--- src/rtl/mux_nch_scan.sv ---
// Registered N-channel x W-bit multiplexer with manual select and round-robin auto-scan.
// Outputs carry valid, channel tag and a one-cycle wrap pulse.
module mux_nch_scan #(
    parameter int unsigned WIDTH = 4,
    parameter int unsigned NCH   = 4,
    parameter int unsigned SELW  = 2,
    parameter int unsigned DWELL = 4
) (
    input  logic                 clk,
    input  logic                 rst_n,
    input  logic [NCH*WIDTH-1:0] din,
    input  logic [SELW-1:0]      sel,
    input  logic                 enable,
    input  logic                 mode,
    output logic [WIDTH-1:0]     out,
    output logic                 out_valid,
    output logic [SELW-1:0]      out_ch,
    output logic                 wrap
);

    localparam int unsigned CNTW = (DWELL > 1) ? $clog2(DWELL) : 1;

    typedef enum logic [1:0] {IDLE, MANUAL, SCAN} state_t;

    state_t           state_q, state_d;
    logic [SELW-1:0]  ptr_q, ptr_d, cur_ptr;
    logic [CNTW-1:0]  cnt_q, cnt_d, cur_cnt;
    logic [SELW-1:0]  src;
    logic             src_ok;
    logic [WIDTH-1:0] mux;
    logic [WIDTH-1:0] out_d;
    logic             valid_d;
    logic [SELW-1:0]  ch_d;
    logic             wrap_d;

    always_ff @(posedge clk or negedge rst_n) begin
        if (!rst_n) begin
            state_q <= IDLE;
        end else begin
            state_q <= state_d;
        end
    end

    always_comb begin
        if (!enable) begin
            state_d = IDLE;
        end else if (mode) begin
            state_d = SCAN;
        end else begin
            state_d = MANUAL;
        end
    end

    // The scan position only carries over if the previous edge was also a scan edge;
    // any other entry into SCAN starts fresh at channel 0, count 0.
    always_comb begin
        cur_ptr = (state_q == SCAN) ? ptr_q : '0;
        cur_cnt = (state_q == SCAN) ? cnt_q : '0;
    end

    always_comb begin
        src    = (state_d == SCAN) ? cur_ptr : sel;
        mux    = '0;
        src_ok = 1'b0;
        for (int unsigned i = 0; i < NCH; i++) begin
            if (src == SELW'(i)) begin
                mux    = din[i*WIDTH +: WIDTH];
                src_ok = 1'b1;
            end
        end
    end

    always_comb begin
        out_d   = '0;
        valid_d = 1'b0;
        ch_d    = '0;
        wrap_d  = 1'b0;
        ptr_d   = '0;
        cnt_d   = '0;
        case (state_d)
            MANUAL: begin
                if (src_ok) begin
                    out_d   = mux;
                    valid_d = 1'b1;
                    ch_d    = sel;
                end
            end
            SCAN: begin
                out_d   = mux;
                valid_d = 1'b1;
                ch_d    = cur_ptr;
                wrap_d  = (state_q == SCAN) && (cur_ptr == '0) && (cur_cnt == '0);
                if (cur_cnt == CNTW'(DWELL - 1)) begin
                    cnt_d = '0;
                    ptr_d = (cur_ptr == SELW'(NCH - 1)) ? '0 : cur_ptr + 1'b1;
                end else begin
                    cnt_d = cur_cnt + 1'b1;
                    ptr_d = cur_ptr;
                end
            end
            default: ;
        endcase
    end

    always_ff @(posedge clk or negedge rst_n) begin
        if (!rst_n) begin
            out       <= '0;
            out_valid <= 1'b0;
            out_ch    <= '0;
            wrap      <= 1'b0;
            ptr_q     <= '0;
            cnt_q     <= '0;
        end else begin
            out       <= out_d;
            out_valid <= valid_d;
            out_ch    <= ch_d;
            wrap      <= wrap_d;
            ptr_q     <= ptr_d;
            cnt_q     <= cnt_d;
        end
    end

endmodule

--- config.mk ---
export PLATFORM = sky130hd
export DESIGN_NAME = mux_nch_scan
export DESIGN_NICKNAME = d
export VERILOG_FILES = /design/src/rtl/mux_nch_scan.sv
export SDC_FILE = /design/constraint.sdc
export NUM_CORES = 1
export LEC_CHECK = 0
export ABC_CLOCK_PERIOD_IN_PS = 4400
export CORE_MARGIN = 2
export CORE_UTILIZATION = 44
export DETAILED_ROUTE_END_ITERATION = 16
export GPL_TIMING_DRIVEN = 0
export HOLD_SLACK_MARGIN = 0.06
export PLACE_DENSITY_LB_ADDON = 0.2
export SLEW_MARGIN = 10
export SYNTH_ARGS = -nofsm -noshare
export SYNTH_HDL_FRONTEND = slang
export SYNTH_SLANG_ARGS = --single-unit
--- constraint.sdc ---
create_clock -name clk -period 4.4 [get_ports clk]
set_input_delay 0.88 -clock clk [delete_from_list [all_inputs] [get_ports clk]]
set_output_delay 0.88 -clock clk [all_outputs]
set_load 0.01 [all_outputs]
==> impl_metrics.ini, run 1 <==
; synthesis and place-and-route metrics
[detailed_routing]
route.met3.wl_um = 72
vias = 588
drtIter0Drc = 10
ant_nets = 0
viasPerCell = 5.30
wl_met2_um = 783
wl_per_cell_um = 13.8
highest_layer = met4
drt_wl_total_um = 1530

[timing]
setup_ws_ns = 1.98
relSlewSlack_pct = 58.0
rsz0062_at_grt = false
setup_viol = 0
finalHoldViolations = 0
layout_min_cycle_time_ns = 2.42
whs_ns = 0.557

[final_layout]
buffers_excl_clock = 31
finalNetCount = 121
diodes = 0
comb_share_pct = 31.8
regMostFlops = out
largest_reg_flops = 4
design_area_mm2 = 0.00106
nonClkBufAreaFrac_pct = 28.1
final_cell_mix = clkdlybuf4s50_1 (29), dfrtp_1 (14), mux2i_1 (6)
logic_gate_count = 41
lay_top_count = clkdlybuf4s50_1
fill_cells = 130
largest_class = sequential cells
clkCellAreaFrac_pct = 3.42
logic_area_um2 = 337
post_route_cells_drive_above_1_share_pct = 12.6
seq_area_share_pct = 33.1
final_cells = 111
n_clock_buffer = 4
flops = 14

[logic_synthesis]
top_area_cell = dfrtp_1
ys_sh_aoi_pct = 12.8
synth_area_um2 = 713
ys_cells = 62
synth.cells.most_frequent = dfrtp_1 (14), mux2i_1 (6), inv_1 (4), nand2_1 (4)
ys_top_logic_family = simple AND/OR/NAND/NOR gates
synthAdderAreaFrac_pct = 5.26
synth_flops = 14
synthTopCellsByArea = dfrtp_1 (49%), mux2i_1 (8.4%), ha_1 (5.3%)
syn-num-nets = 87
postSynthSeqShare_pct = 49.1
simple_gate_share_pct = 15.4
xor_area_share_pct = 1.23
synth.most_common_cell = dfrtp_1
synth.distinct_cells = 26

[worst_hold_path]
hold_end = cnt_q[0]
worstHoldStart = cnt_q[0]

[power_and_ir_drop]
top_power_group = registers
pg_clk_uw = 93.2
powerSeq_uw = 136
p_sw_share_pct = 23.3
p_int_uw = 219
p_leak_nw = 0.504
cellPowerDensity_mw_per_mm2 = 270
pg_comb_uw = 56.6

[global_routing]
grt_max_degree = 15
grtUsageMet3_pct = 2.45
grt_pass1_vias = 583
grt_overflow = 0
busiest_layer = met2
met2_usage_pct = 32.1

[critical_path]
critical_path.endpoint = out[3]
crit_path_max_incr_delay_ns = 0.61
cp-start-kind = input port
startpoint = mode
reg2reg_from = state_q[1]
crit_fanout = 8
cp.depth = 6
crit_slowest_cell = clkdlybuf4s50_1
path_buffers = 2

[job]
warnings = 27
max_cap_violations = 0

[placed_design]
numPortBuffers = 29
placed_cells = 107
gp_congestion = 0.789
hpwl_um = 1230
placed_area_mm2 = 0.00102

[clocking]
htree_levels = 1
cts_made_buffers = 3
ctsHoldBuffers = 0
cts-root-buf = clkbuf_4

[status]
outcome = complete, no violations

[floorplan]
dieHeight_um = 44.3
die_w_um = 44.3
num_rows = 14
tap_cells = 16
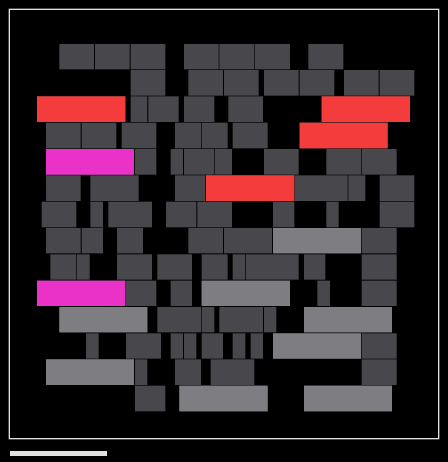
run_1/flops_by_reg.png
The bar under the picture is 10 µm long.
red -> `out`  # flops 4
magenta -> `state_q`  # flops 2

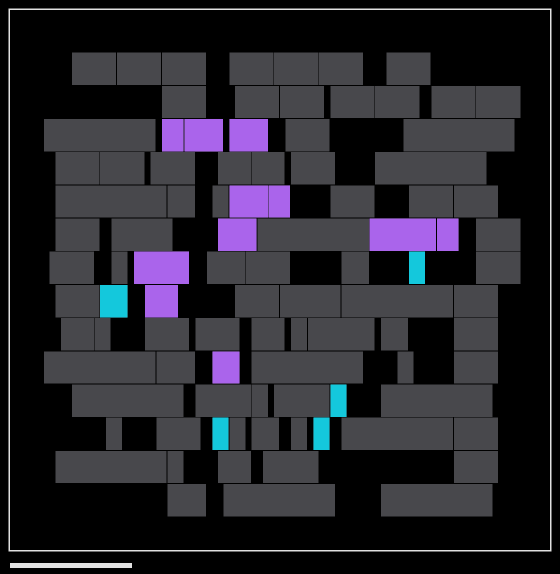
run_1/logic_types.png
The bar under the picture is 10 µm long.
cyan -> nand cells  # cells 5, most used nand2_1
purple -> aoi and oai cells  # cells 11

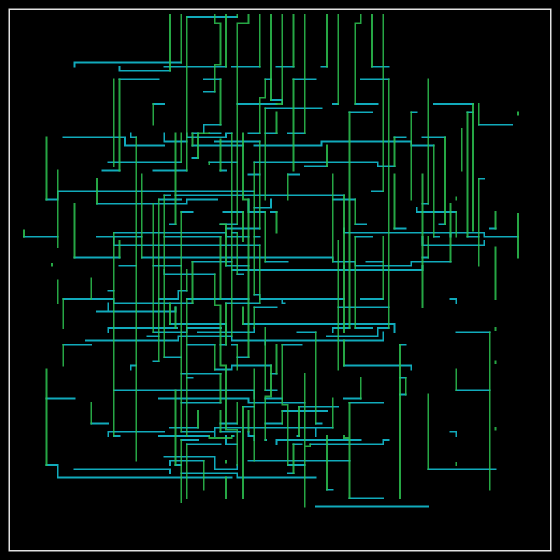
run_1/wires.png
Only two layers are drawn.
cyan -> metal 1  # wire length 652 µm
green -> metal 2  # wire length 784 µm

run_1/io_placement.png
Pins as bars across the die edge, other pins in gray.
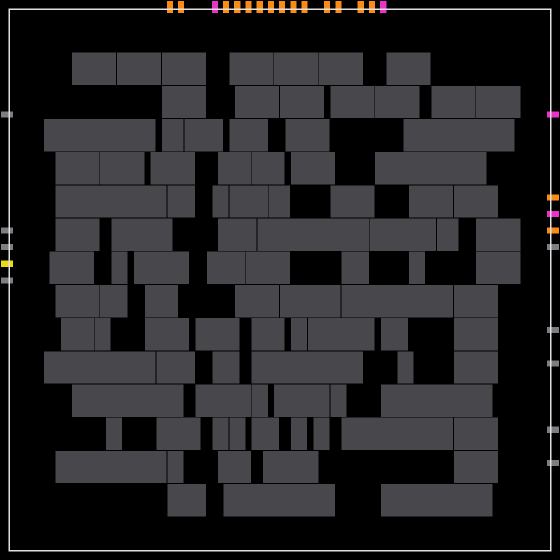

==> run 2: changes to the inputs <==
--- a/config.mk
+++ b/config.mk
@@ -5,9 +5,9 @@
 export SDC_FILE = /design/constraint.sdc
 export NUM_CORES = 1
 export LEC_CHECK = 0
-export ABC_CLOCK_PERIOD_IN_PS = 4400
+export ABC_CLOCK_PERIOD_IN_PS = 2150
 export CORE_MARGIN = 2
-export CORE_UTILIZATION = 44
+export CORE_UTILIZATION = 37
 export DETAILED_ROUTE_END_ITERATION = 16
 export GPL_TIMING_DRIVEN = 0
 export HOLD_SLACK_MARGIN = 0.06
==> constraint.sdc (replaced) <==
create_clock -name clk -period 2.15 [get_ports clk]
set_input_delay 0.43 -clock clk [delete_from_list [all_inputs] [get_ports clk]]
set_output_delay 0.43 -clock clk [all_outputs]
set_load 0.01 [all_outputs]
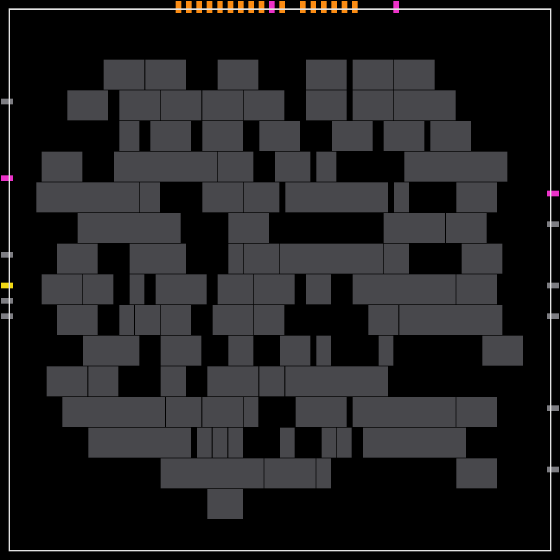
run_2/io_placement.png
Pins as bars across the die edge, other pins in gray.
orange -> `din`  # pins 16, direction input, edge top
yellow -> `mode`  # pins 1, direction input, edge left
magenta -> `out`  # pins 4, direction output, edge 2 top, 1 left, 1 right
all pins by edge = 18 top, 6 left, 6 right

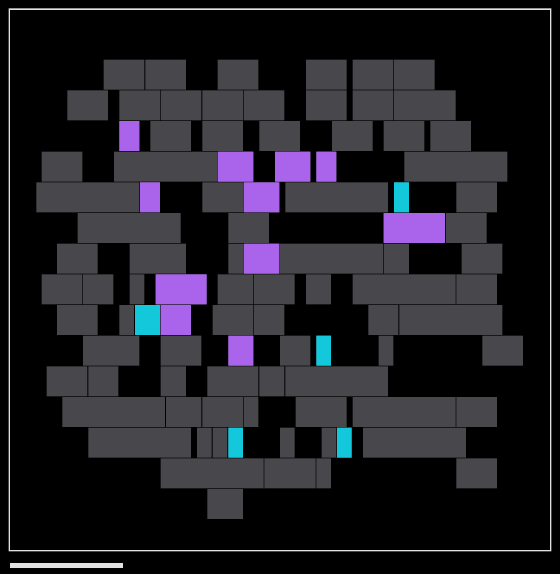
run_2/logic_types.png
The bar under the picture is 10 µm long.
purple -> aoi and oai cells  # cells 11
cyan -> nand cells  # cells 5, most used nand2_1

==> impl_metrics.ini, run 2 <==
; synthesis and place-and-route metrics
[logic_synthesis]
synth.cells.most_frequent = dfrtp_1 (14), mux2i_1 (6), inv_1 (4), nand2_1 (4)
synth_flops = 14
synth.most_common_cell = dfrtp_1
xor_area_share_pct = 1.23
synthTopCellsByArea = dfrtp_1 (49%), mux2i_1 (8.4%), ha_1 (5.3%)
top_area_cell = dfrtp_1
synth_area_um2 = 713
ys_sh_aoi_pct = 12.8
simple_gate_share_pct = 15.4
postSynthSeqShare_pct = 49.1
syn-num-nets = 87
synthFlopType = dfrtp_1
synth.distinct_cells = 26
ys_top_logic_family = simple AND/OR/NAND/NOR gates
synthAdderAreaFrac_pct = 5.26
ys_cells = 62

[final_layout]
seq_area_share_pct = 32.7
buffers_excl_clock = 31
flops = 14
n_clock_buffer = 4
finalNetCount = 121
lay_top_count = clkdlybuf4s50_1
final_cells = 120
logic_area_um2 = 337
largest_class = sequential cells
nonClkBufAreaFrac_pct = 27.8
regMostFlops = out
largest_reg_flops = 4
design_area_mm2 = 0.00107
diodes = 0
comb_share_pct = 31.4
logic_gate_count = 41
fill_cells = 164
clkCellAreaFrac_pct = 3.39
final_cell_mix = clkdlybuf4s50_1 (29), dfrtp_1 (14), mux2i_1 (6)
area_growth_pct = 50.2
post_route_cells_drive_above_1_share_pct = 12.6

[detailed_routing]
wl_per_cell_um = 12.7
route.met3.wl_um = 86
drt_wl_total_um = 1530
ant_nets = 0
drc = 0
viasPerCell = 4.75
drtIter0Drc = 4
highest_layer = met4
vias = 570
wl_met2_um = 756

[timing]
layout_min_cycle_time_ns = 2.00
finalHoldViolations = 0
fin_setup_tns_ns = 0
rsz0062_at_grt = false
setup_viol = 0
whs_ns = 0.541
fin_worst_skew_ns = 0.00223
setup_ws_ns = 0.146
relSlewSlack_pct = 58.2

[critical_path]
crit_path_max_incr_delay_ns = 0.61
cp.depth = 6
crit_fanout = 8
cp-start-kind = input port
reg2reg_from = ptr_q[1]
startpoint = mode
path_buffers = 2
cp.required_ns = 2.32
crit_slowest_cell = clkdlybuf4s50_1
crit_type = input port to flip-flop
critical_path.endpoint = out[3]
worst-r2r-setup-slack_ns = 0.58

[global_routing]
grt_max_degree = 15
grt_overflow = 0
busiest_layer = met2
grtUsageMet3_pct = 6.79
grt_pass1_vias = 566
met2_usage_pct = 24.3

[power_and_ir_drop]
p_leak_nw = 0.504
top_power_group = registers
pg_clk_uw = 181
clkPwrFrac_pct = 31.5
cellPowerDensity_mw_per_mm2 = 538
p_sw_share_pct = 22.1
p_int_uw = 449
pg_comb_uw = 115
powerSeq_uw = 279

[placed_design]
gp_congestion = 0.774
placed_cells = 116
numPortBuffers = 29
placed_area_mm2 = 0.00103
hpwl_um = 1220

[clocking]
cts_made_buffers = 3
ctsHoldBuffers = 0
cts-root-buf = clkbuf_4
clk_pin_slew_ns = 0.08
htree_levels = 1

[floorplan]
num_io_pins = 30
dieHeight_um = 47.9
die_w_um = 47.9
num_rows = 15

[job]
max_cap_violations = 0
warnings = 27

[status]
outcome = complete, no violations
